Run 1, signal wires on met3:
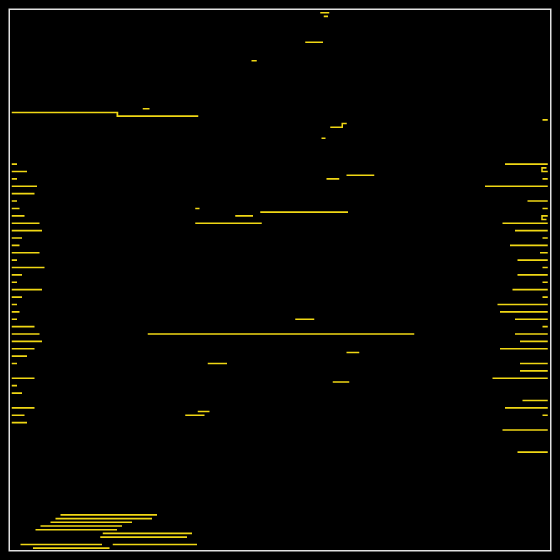
Run 1, routing congestion:
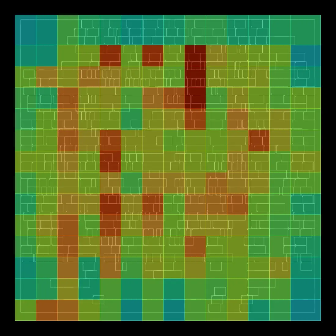
Run 1, sequential cells grouped by signal name:
The bar under the picture is 20 µm long. Other sequential cells in the stronger gray, the rest of the logic in the fainter gray.
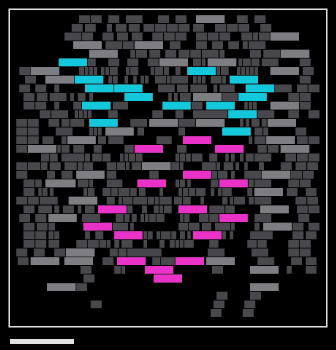
[src/rtl/fb_write_arbiter.sv]
// Framebuffer RAM write-port arbiter: round-robin between two requesters plus a
// whole-RAM fill engine; forwards the display read port with a read-valid flag.
module fb_write_arbiter #(
    parameter int DATA_WIDTH = 15,
    parameter int ADDR_WIDTH = 16
) (
    input  logic                  clk,
    input  logic                  rst_n,
    input  logic                  a_valid,
    output logic                  a_ready,
    input  logic [ADDR_WIDTH-1:0] a_addr,
    input  logic [DATA_WIDTH-1:0] a_data,
    input  logic                  b_valid,
    output logic                  b_ready,
    input  logic [ADDR_WIDTH-1:0] b_addr,
    input  logic [DATA_WIDTH-1:0] b_data,
    input  logic                  clr_start,
    input  logic [DATA_WIDTH-1:0] clr_data,
    output logic                  clr_busy,
    output logic                  clr_done,
    input  logic                  rd_req,
    input  logic [ADDR_WIDTH-1:0] rd_addr,
    output logic                  rd_valid,
    output logic                  ram_we,
    output logic [ADDR_WIDTH-1:0] ram_write_addr,
    output logic [DATA_WIDTH-1:0] ram_data,
    output logic [ADDR_WIDTH-1:0] ram_read_addr
);

    typedef enum logic {IDLE, CLEAR} state_t;

    state_t                state, state_next;
    logic                  last_b;
    logic [ADDR_WIDTH-1:0] counter;
    logic [DATA_WIDTH-1:0] fill_data;
    logic                  grant_a, grant_b;

    // Arbitration and next state; a tie goes to whoever did not win last time.
    always_comb begin
        state_next = state;
        grant_a    = 1'b0;
        grant_b    = 1'b0;
        case (state)
            IDLE: begin
                if (clr_start) begin
                    state_next = CLEAR;
                end else begin
                    grant_a = a_valid && (!b_valid || last_b);
                    grant_b = b_valid && (!a_valid || !last_b);
                end
            end
            CLEAR: begin
                if (counter == '1) state_next = IDLE;
            end
            default: state_next = IDLE;
        endcase
    end

    assign a_ready       = grant_a;
    assign b_ready       = grant_b;
    assign ram_read_addr = rd_addr;

    // Registered RAM write port; counter always equals the fill address on ram_write_addr.
    always_ff @(posedge clk or negedge rst_n) begin
        if (!rst_n) begin
            state          <= IDLE;
            last_b         <= 1'b1;
            counter        <= '0;
            fill_data      <= '0;
            clr_busy       <= 1'b0;
            clr_done       <= 1'b0;
            rd_valid       <= 1'b0;
            ram_we         <= 1'b0;
            ram_write_addr <= '0;
            ram_data       <= '0;
        end else begin
            state    <= state_next;
            rd_valid <= rd_req;
            clr_done <= 1'b0;
            ram_we   <= 1'b0;
            case (state)
                IDLE: begin
                    if (clr_start) begin
                        counter        <= '0;
                        fill_data      <= clr_data;
                        clr_busy       <= 1'b1;
                        ram_we         <= 1'b1;
                        ram_write_addr <= '0;
                        ram_data       <= clr_data;
                    end else if (grant_a) begin
                        last_b         <= 1'b0;
                        ram_we         <= 1'b1;
                        ram_write_addr <= a_addr;
                        ram_data       <= a_data;
                    end else if (grant_b) begin
                        last_b         <= 1'b1;
                        ram_we         <= 1'b1;
                        ram_write_addr <= b_addr;
                        ram_data       <= b_data;
                    end
                end
                CLEAR: begin
                    if (counter == '1) begin
                        clr_busy <= 1'b0;
                        clr_done <= 1'b1;
                    end else begin
                        counter        <= counter + ADDR_WIDTH'(1);
                        ram_we         <= 1'b1;
                        ram_write_addr <= counter + ADDR_WIDTH'(1);
                        ram_data       <= fill_data;
                    end
                end
                default: ;
            endcase
        end
    end

endmodule

[config.mk]
export PLATFORM = sky130hd
export DESIGN_NAME = fb_write_arbiter
export DESIGN_NICKNAME = d
export VERILOG_FILES = /design/src/rtl/fb_write_arbiter.sv
export SDC_FILE = /design/constraint.sdc
export NUM_CORES = 1
export LEC_CHECK = 0
export CAP_MARGIN = 25
export CORE_MARGIN = 1.5
export CORE_UTILIZATION = 41
export CTS_BUF_LIST = sky130_fd_sc_hd__clkbuf_2 sky130_fd_sc_hd__clkbuf_4 sky130_fd_sc_hd__clkbuf_8
export CTS_CLUSTER_SIZE = 24
export DETAILED_ROUTE_END_ITERATION = 16
export HOLD_SLACK_MARGIN = 0.12
export MAX_ROUTING_LAYER = met4
export PLACE_DENSITY = 0.79
export REMOVE_ABC_BUFFERS = 1
export SYNTH_ARGS = -nofsm -noshare
export SYNTH_HDL_FRONTEND = slang
export SYNTH_SLANG_ARGS = --single-unit
[constraint.sdc]
create_clock -name clk -period 2.54 [get_ports clk]
set_input_delay 0.508 -clock clk [delete_from_list [all_inputs] [get_ports clk]]
set_output_delay 0.508 -clock clk [all_outputs]
set_load 0.005 [all_outputs]
==> impl_metrics.yaml, run 1 <==
# flow metrics
global_route:
  grt_overflow: 0
  grt_pass1_vias: 3209
  antenna_found_initial: 0
  grt_max_degree: 35
sta:
  finalSetupViolCount: 0
  report.final.slew_viol_count: 0
  hold_violations: 0
  period_needed_ns: 2.45
  maxSlewHeadroom_pct: 58.9
  fin_setup_tns_ns: 0
  worst_pin_slew_ns: 0.611
  finalClockPeriodUsage_pct: 96.4
  fmax_mhz: 408
drt:
  drtIter0Drc: 106
  drt-met1-wl_um: 4450
  vias_per_cell: 5.24
  maxUsedRoutingLayer: "met4"
  wl_met3_um: 548
  dr_wl_met2_um: 4580
  totalWireLength_um: 9700
  vias: 3118
  drc_errors: 0
synth:
  top_cell: "nand2_1"
  topCombFamilyByArea: "multiplexers"
  adder_share_pct: 0.328
  async_flop_share_pct: 100
  synth-xor-area-share_pct: 2.76
  ys_area_um2: 3810
  ys_sh_mux_pct: 19.1
  common_cells: "nand2_1 (72), dfrtp_1 (67), mux2i_1 (33), o21ai_0 (26), mux2_4 (25)"
  postSynthSeqShare_pct: 44.7
  netlist_instances: 366
  synthAoiAreaFrac_pct: 12.5
  yosys_warnings: 0
  synth.distinct_cells: 47
  edf_count: 0
  syn_area_um2: 3810
  ys_sh_simple_pct: 12.7
  area_leaders: "dfrtp_1 (44%), mux2_4 (9.8%), mux2i_1 (8.7%)"
power:
  pg_comb_w: 0.000970
  p_clk_share_pct: 29.7
  vdd.ir_drop.worst_v: 0.000258
  powerClk_w: 0.00101
  power.group.top: "sequential cells"
  comb_power_share_pct: 28.7
  p_total_w: 0.00338
setup_path:
  worstRegToRegCells: 6
  crit_path_end_kind: "output port"
  cp_max_fo: 3
  critical_path.startpoint: "clr_start"
  critical_path_class: "in -> out"
  worstPathArrival_ns: 1.94
  crit_chain: "clkdlybuf4s50_1 -> or2_2 -> a211oi_2 -> clkdlybuf4s50_1"
  path_delay_family: "buffers and inverters"
  slowest_delay_ns: 0.54
  rr_endpoint: "ram_data[13]"
  crit-reg2reg-launch: "counter[7]"
  cp_common_cell: "clkdlybuf4s50_1"
  endpoint: "b_ready"
  cp-start-kind: "input pin"
die:
  num_rows: 35
  core-area_um2: 9110
  die_width_um: 99.4
  fp_util_pct: 41.9
clock_tree:
  cts_tree: "built"
  cts-buffers-inserted: 9
  clk_latency_ns: 0.34
  postCtsHoldBufs: 1
  cts_buffer_depth: 2
  post_cts_buffers: 0
  cts_resized: 1
  clk_pin_slew_worst_paths_ns: 0.08
worst_hold_path:
  hold_end: "fill_data[14]"
  worstHoldPathCells: 2
  hp-class: "reg -> reg"
  hp-start: "fill_data[14]"
cells_and_area:
  drive_gt1_share_pct: 16.3
  final_common_cell: "clkdlybuf4s50_1"
  areaGrowthSynthToFinish_pct: 38.9
  layout.nets: 579
  n_antenna_cell: 0
flow_run:
  drv_cap: 0
placement:
  place_hpwl_um: 7220
  dp.cells: 578
  io_buffers: 119
  place.gp.congestion: 0.910
status:
  status: "finished clean"
Notes on 'signal wires on met3' above:
wire length on this layer: 549 µm
share of all routed wire: 5.7%

Notes on 'routing congestion' above:
GRT Overall Usage: 20.4%
met2 Use GR: 32.2%
busiest grt layer: met2
routed len/inst: 16.3 µm
Final Util: 58.2%

Notes on 'sequential cells grouped by signal name' above:
[magenta] counter | placed flops: 16
[cyan] fill_data | placed flops: 15
FF+latch area: 1700 µm²
seq pwr: 0.00141 W
Seq area share: 32.1%

[run 1: stage by stage]
stage	instance area, µm²	hold slack (ns)	setup WS [ns]
CTS	5290	0.485	0.00530
floorplan	3550	0.212	-0.834
global placement	5050	0.436	0.0359
finish	5300	0.482	0.0904
global route	5300	0.506	0.0319
detailed placement	5050	0.437	0.0148
[run 1: state kept, by name (all words and copies together) (netlist names)]
| name | cells |
|---|---|
| clr_busy | 1 |
| clr_done | 1 |
| counter | 16 |
| fill_data | 15 |
| last_b | 1 |
| ram_data | 15 |
| ram_we | 1 |
| ram_write_addr | 16 |
| rd_valid | 1 |
| state | 1 |
[run 1: area by class of cell]
class	instances	area [µm²]
clock buffers	9	124
well taps	111	139
fillers	791	3810
inverters	9	36.3
repair buffers	139	1370
clock inverters	7	100
multi-input cells	252	1830
flip-flops and latches	68	1700
==> run 1 -> run 2 <==
- ABC_AREA: default -> 1
Run 2, sequential cells grouped by signal name:
The bar under the picture is 20 µm long. Other sequential cells in the stronger gray, the rest of the logic in the fainter gray.
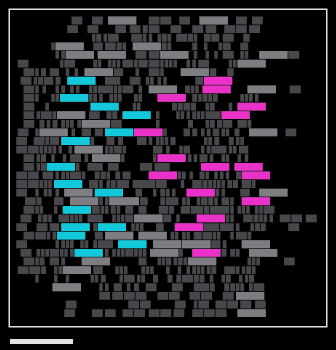
[magenta] counter | placed flops: 16
[cyan] fill_data | placed flops: 15

Run 2, metal 2:
The bar under the picture is 20 µm long.
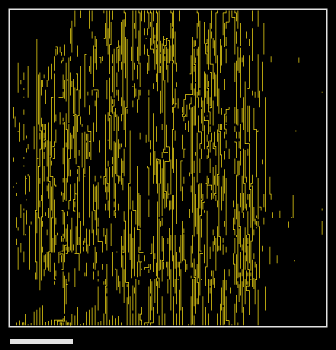
main direction: vertical
wire length on this layer: 5320 µm
share of all routed wire: 51%
longest straight run: 54.1 µm
met2 Use GR: 37.5%
vias after detailed routing: 3663

==> impl_metrics.yaml, run 2 <==
# flow metrics
status:
  status: "finished clean"
global_route:
  grt_overflow: 0
  antenna_found_initial: 0
  grt.total_usage_pct: 22.8
  grt_pass1_vias: 3695
power:
  powerClk_w: 0.000832
  vdd.ir_drop.worst_v: 0.000320
  seq_power_w: 0.00171
  power.group.top: "sequential cells"
  comb_power_share_pct: 35.1
cells_and_area:
  buffers: 131
  seq-cell-share_pct: 32.8
  largest_class: "combinational gates"
  drive_gt1_share_pct: 10.8
  reg.largest.list: "counter (16), ram_write_addr (16)"
  final_core_util_pct: 56.7
  buffer_area_share_pct: 24.8
  areaGrowthSynthToFinish_pct: 34.8
  clock_area_share_pct: 3.43
  layout.nets: 723
  comb_share_pct: 34.2
  regArea_um2: 1700
  comb_cells: 387
  n_antenna_cell: 0
  flops: 68
  final_common_cell: "nand2_1"
worst_hold_path:
  hp-class: "in -> async"
setup_path:
  critical_path.startpoint: "a_valid"
  crit_chain: "clkdlybuf4s50_1 -> inv_1 -> a21oi_2 -> nand2_1 -> inv_1 -> clkdlybuf4s50_1"
  endpoint: "a_ready"
  rr_endpoint: "ram_data[14]"
  critical_path_class: "in -> out"
  cp_max_fo: 2
  worstRegToRegCells: 8
  crit-reg2reg-launch: "counter[0]"
  cp-start-kind: "input pin"
synth:
  synth.distinct_cells: 32
  netlist_instances: 518
  yosys_warnings: 0
  async_flop_share_pct: 100
  common_cells: "nand2_1 (232), dfrtp_1 (67), nor2_1 (36), o21ai_0 (36)"
  top_cell: "nand2_1"
  edf_count: 0
  syn_area_um2: 3850
  postSynthSeqShare_pct: 44.2
clock_tree:
  cts_tree: "built"
  clk_latency_ns: 0.35
  cts_resized: 0
  post_cts_buffers: 0
  cts-buffers-inserted: 9
  clk_pin_slew_worst_paths_ns: 0.07
  postCtsHoldBufs: 0
sta:
  worst_pin_slew_ns: 0.695
  report.final.slew_viol_count: 0
  fin_setup_tns_ns: 0
  period_needed_ns: 2.42
  rsz0062_at_grt: "false"
  finalClockPeriodUsage_pct: 95.1
  maxSlewHeadroom_pct: 53.6
  fmax_mhz: 414
  hold_violations: 0
placement:
  place_hpwl_um: 7710
  io_buffers: 119
  place.gp.congestion: 0.942
die:
  num_rows: 35
  die_width_um: 99.9
  core-area_um2: 9150
  num_tap_cells: 111
drt:
  dr_wl_met2_um: 5320
  drtIter0Drc: 181
  drt-met1-wl_um: 4220
  maxUsedRoutingLayer: "met4"
  wl_met3_um: 897
  vias_per_cell: 4.96
  drc_errors: 0
  totalWireLength_um: 10500
flow_run:
  drv_cap: 0
-- run 2: metrics by stage --
stage | std cells | setup WS, ns | power, W | hold slack, ns | cell area, µm²
2_1_floorplan | 481 | 0.0691 | 0.00236 | 0.212 | 3580
3_3_place_gp | 723 | 0.147 | 0.00306 | 0.453 | 5010
3_5_place_dp | 723 | 0.123 | 0.00311 | 0.459 | 5010
4_1_cts | 739 | 0.122 | 0.00395 | 0.133 | 5190
5_1_grt | 739 | 0.00757 | 0.00420 | 0.160 | 5190
6_report | 739 | 0.124 | 0.00392 | 0.118 | 5190
-- run 2: cell families after synthesis --
kind of cell               count (synthesis)  synth area share [%]
AOI/OAI and AO/OA                         85                  13.8
buffers and inverters                     63                  9.62
adders and majority gates                  1                 0.325
xor gates and xnor gates                   1                 0.228
and+or+nand+nor                          300                  31.7
DFF                                       68                  44.2
==> run 2 -> run 3 <==
- CORE_UTILIZATION: 41 -> 45
- PLACE_DENSITY: 0.79 -> 0.82
- clock period: 2.54 -> 2.6 ns (I/O delays scaled with it)
Run 3, sequential cells grouped by signal name:
The bar under the picture is 20 µm long. Other sequential cells in the stronger gray, the rest of the logic in the fainter gray.
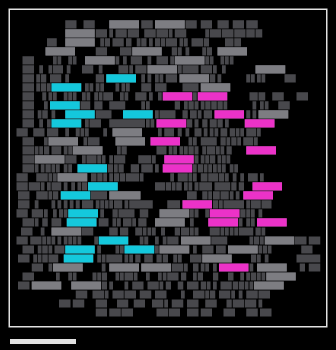
[cyan] fill_data | placed flops: 15
[magenta] counter | placed flops: 16

Run 3, metal 2:
The bar under the picture is 20 µm long.
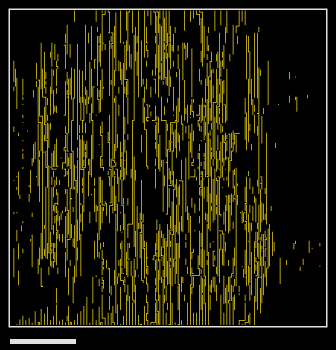
vias after detailed routing: 3794
drt total wl: 10600 µm
met2 Use GR: 41.4%

==> impl_metrics.yaml, run 3 <==
# flow metrics
status:
  status: "finished clean"
synth:
  async_flop_share_pct: 100
  netlist_instances: 518
  yosys_warnings: 0
  syn_area_um2: 3850
  top_cell: "nand2_1"
  ys_sh_mux_pct: 0
clock_tree:
  cts_buffer_depth: 2
  postCtsHoldBufs: 0
  cts_resized: 0
  cts_tree: "built"
  cts-buffers-inserted: 9
die:
  num_tap_cells: 105
  fp_util_pct: 46.6
  core-area_um2: 8260
cells_and_area:
  areaGrowthSynthToFinish_pct: 35.4
  fillCellCount: 697
  instances_no_fill: 732
  reg.largest.list: "counter (16), ram_write_addr (16)"
  seq-cell-share_pct: 32.7
  drive_gt1_share_pct: 10.7
  comb_share_pct: 34.1
  final_common_cell: "nand2_1"
  finalInstanceArea_um2: 5210
  layout.area.comb_um2: 1780
sta:
  hold_violations: 0
  rsz0062_at_grt: "false"
  finalSetupViolCount: 0
  worst_pin_slew_ns: 0.435
  final.setup.worst_slack_ns: 0.150
global_route:
  grt_pass1_vias: 3833
  grt-busiest-layer: "met2"
  antenna_found_initial: 0
  grt_overflow: 0
setup_path:
  cp_common_cell: "clkdlybuf4s50_1"
  crit_path_end_kind: "output port"
power:
  vdd.ir_drop.worst_v: 0.000380
  p_total_w: 0.00395
  powerClk_w: 0.000909
placement:
  postPlaceCellArea_um2: 5010
  dp.cells: 716
drt:
  maxUsedRoutingLayer: "met4"
  drt-met1-wl_um: 4110
  wl_per_cell_um: 14.5
-- run 3: cell families after synthesis --
group,count (synthesis)
xor+xnor,1
flops,68
simple gates,300
buf+inv,63
fa+ha+maj,1
compound gates,85
-- run 3: path summary, 6_finish.rpt --
kind                       slack, ns                  to          from  depth (start not counted)
min in group clk                0.48        fill_data[4]  fill_data[4]                          2
min                             0.18   ram_write_addr[4]         rst_n                          2
max in group asynchronous       2.06              last_b         rst_n                          2
max reg2reg                     0.79  ram_write_addr[15]    counter[1]                          8
max                             0.15             b_ready     clr_start                          5
min reg2reg                     0.48        fill_data[4]  fill_data[4]                          2
Power is estimated from default activity; no workload was simulated.
